==> config.mk <==
export PLATFORM = sky130hd
export DESIGN_NAME = alu_div_unit_flat
export DESIGN_NICKNAME = d
export VERILOG_FILES = /design/src/rtl/alu_div_if.sv /design/src/rtl/alu_div_unit.sv /design/src/flat_wrapper.sv
export SDC_FILE = /design/constraint.sdc
export NUM_CORES = 1
export LEC_CHECK = 0
export CAP_MARGIN = 0
export CORE_UTILIZATION = 55
export DETAILED_ROUTE_END_ITERATION = 16
export PLACE_DENSITY = 0.76
export SYNTH_ARGS = -nofsm -noshare
export SYNTH_HDL_FRONTEND = slang
export SYNTH_SLANG_ARGS = --single-unit
==> constraint.sdc <==
create_clock -name clk -period 6 [get_ports clk]
set_input_delay 1.5 -clock clk [delete_from_list [all_inputs] [get_ports clk]]
set_output_delay 1.5 -clock clk [all_outputs]
set_load 0.02 [all_outputs]
### Zoomed window

Window x 106 to 126, y 106 to 126 um. Cells in grey, sequential cells in the stronger grey; small squares are vias.
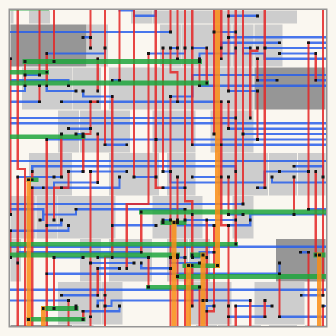
layer	colour
M1	blue
M3	green
M2	red
M4	orange
most frequent	nand2_1 (6), nor2_1 (4)
cells with their middle in the window	33
sequential cells in the window	2

### Sizing map

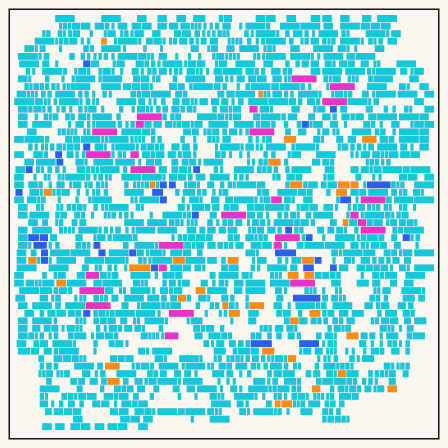
size	colour	cells	share
x6 and larger	magenta	27	1.5%
x2	orange	37	2.1%
x3 and x4	blue	36	2.0%
x1 and smaller	cyan	1698	94%
finished layout cell area: 0.0144 mm^2
Non-clk bufs: 124
area grow syn2layout: 13.2%

==> impl_metrics.tcl <==
# place-and-route summary
set metrics [dict create \
    synth-edff-count 0 \
    cts_root_buf "clkbuf_16" \
    grt_pass1_wl_mm 66.7 \
    slew_viol_final 0 \
    tns_ns 0 \
    regToRegSetupSlack_ns 0.61 \
    top_level_ports 104 \
    wire_per_inst_um 20.2 \
    clk_pin_slew_ns 0.08 \
    place.gp.congestion 0.995 \
    logic_family "AND-OR/OR-AND gates" \
    fin_cells 2083 \
    finalHoldViolCount 0 \
    worstSetupStartpointType "flip-flop" \
    rsz0062_at_grt "no" \
    adder_share_pct 4.00 \
    setup_viol 0 \
    postRouteWirelength_mm 42.1 \
    postSynthCellCount 1755 \
    warnings 28 \
    holdBufCountCts 0 \
    drc 0 \
    worstPathMaxFanout 8 \
    met3WireLength_mm 3.95 \
    ys.flops 173 \
    grt-ovfl-total 0 \
    cts_setup_buffers 0 \
    core-area_mm2 0.0226 \
    ys_warn_count 0 \
    cts_resized 0 \
    num_antenna_cells 0 \
    dpl_cell_area_mm2 0.0138 \
    ff_type "dfxtp_1" \
    required_ns 6.37 \
    die_w_um 154 \
    muxShareOfSynthArea_pct 2.31 \
    clock_sinks 173 \
    largest_area_cell "dfxtp_1" \
    lay_top_count "nor2_1" \
    netlist_top_cells_count "nor2_1, nand2_1, dfxtp_1" \
    clkLatencyLatePin_ns 0.44 \
    min_period_ns 5.39 \
    ys_seq_share_pct 27.2 \
    p_int_w 0.00249 \
    yosys.area_share.simple_pct 25.6 \
    synth_area_per_cell_um2 7.24 \
    synth.cell_area_mm2 0.0127 \
    dp.cells 2051 \
    antenna_found_initial 0 \
    cts_made_buffers 17 \
    leakage_nw 5.12 \
    relSlewSlack_pct 18.6 \
    power.density_mw_per_mm2 304 \
    ys_types 91 \
    top_area_share_pct 27.2 \
    whs_ns 0.454 \
    layout_setup_ws_ns 0.613 \
    synth_top_cell_by_count "nor2_1" \
    ys_cells 1755 \
    mostFrequentLayoutCells "nor2_1, nand2_1, dfxtp_1, a21oi_1, clkdlybuf4s50_1" \
    path_class "reg -> reg" \
    dieHeight_um 154 \
    area_leaders "dfxtp_1, nor2_1, nand2_1" \
    portBuffers 103 \
    cts_tree "built" \
    arrival_ns 5.76 \
    switchingPower_w 0.00188 \
    fin_crit_sh_pct 89.8 \
    ant_nets 0 \
    cap_violations 0 \
    clkPwrFrac_pct 24.9 \
    final_nets 1894 \
    tightest_slew_ns 1.22 \
    worstHoldPathCells 2 \
    drive_above_1_share_pct 5.56 \
    track_usage_pct 35.6 \
    synthXorXnorAreaFrac_pct 7.86 \
    grt_max_degree 74 \
    htreeDepth 4 \
    fp_util_pct 56.1 \
    sw_frac_of_total_pct 43.0 \
    combPwrFrac_pct 44.0 \
    first_global_vias 12000 \
    run_status "finished clean" \
]
-- metal layers --
layer | track usage (%) | up-vias
met4 | 13.5 | 0
met5 | 0 | -
met2 | 52.3 | 739
li1 | - | 6411
met1 | 52.2 | 6342
met3 | 5.33 | 94
-- cell families (layout without fill, tap and decap cells) --
logic type | after synthesis | after routing
buf+inv | 175 | 218
fa+ha+maj | 40 | 40
simple gates | 705 | 705
xor+xnor | 114 | 114
mux | 29 | 29
flops | 173 | 173
compound gates | 519 | 519
-- cell type report --
type / count / area, um^2 / share of cell area [%]
inverters: 62 / 233 / 1.62
flip-flops and latches: 173 / 3460 / 24.1
well taps: 285 / 357 / 2.48
repair buffers: 124 / 1190 / 8.24
multi-input cells: 1407 / 8600 / 59.7
clock buffers: 20 / 457 / 3.17
clock inverters: 12 / 100 / 0.695
-- power groups by stage --
stage / registers [W] / clock network (W) / logic, W
after global placement: 0.00137 / 0 / 0.00185
final: 0.00136 / 0.00109 / 0.00193
after global routing: 0.00137 / 0.00113 / 0.00208
after CTS: 0.00135 / 0.00109 / 0.00187
after detailed placement: 0.00138 / 0 / 0.00186
after floorplan: 0.00135 / 0 / 0.00133
-- worst max-delay path: stages, from the launching register on --
cell	delay, ns
dfxtp_1	0.35
inv_1	0.07
ha_1	0.16
inv_1	0.06
fa_1	0.46
a211oi_2	0.26
o21ai_2	0.15
o211ai_4	0.25
a211oi_4	0.12
o31a_2	0.33
nor2_4	0.23
mux2i_1	0.33
ha_1	0.33
nand2_1	0.06
or4_1	0.39
nor4_1	0.44
a32oi_1	0.40
a2111oi_2	0.46
mux2i_1	0.25
a21oi_1	0.08
nor3_1	0.12
Power is estimated from default activity; no workload was simulated.
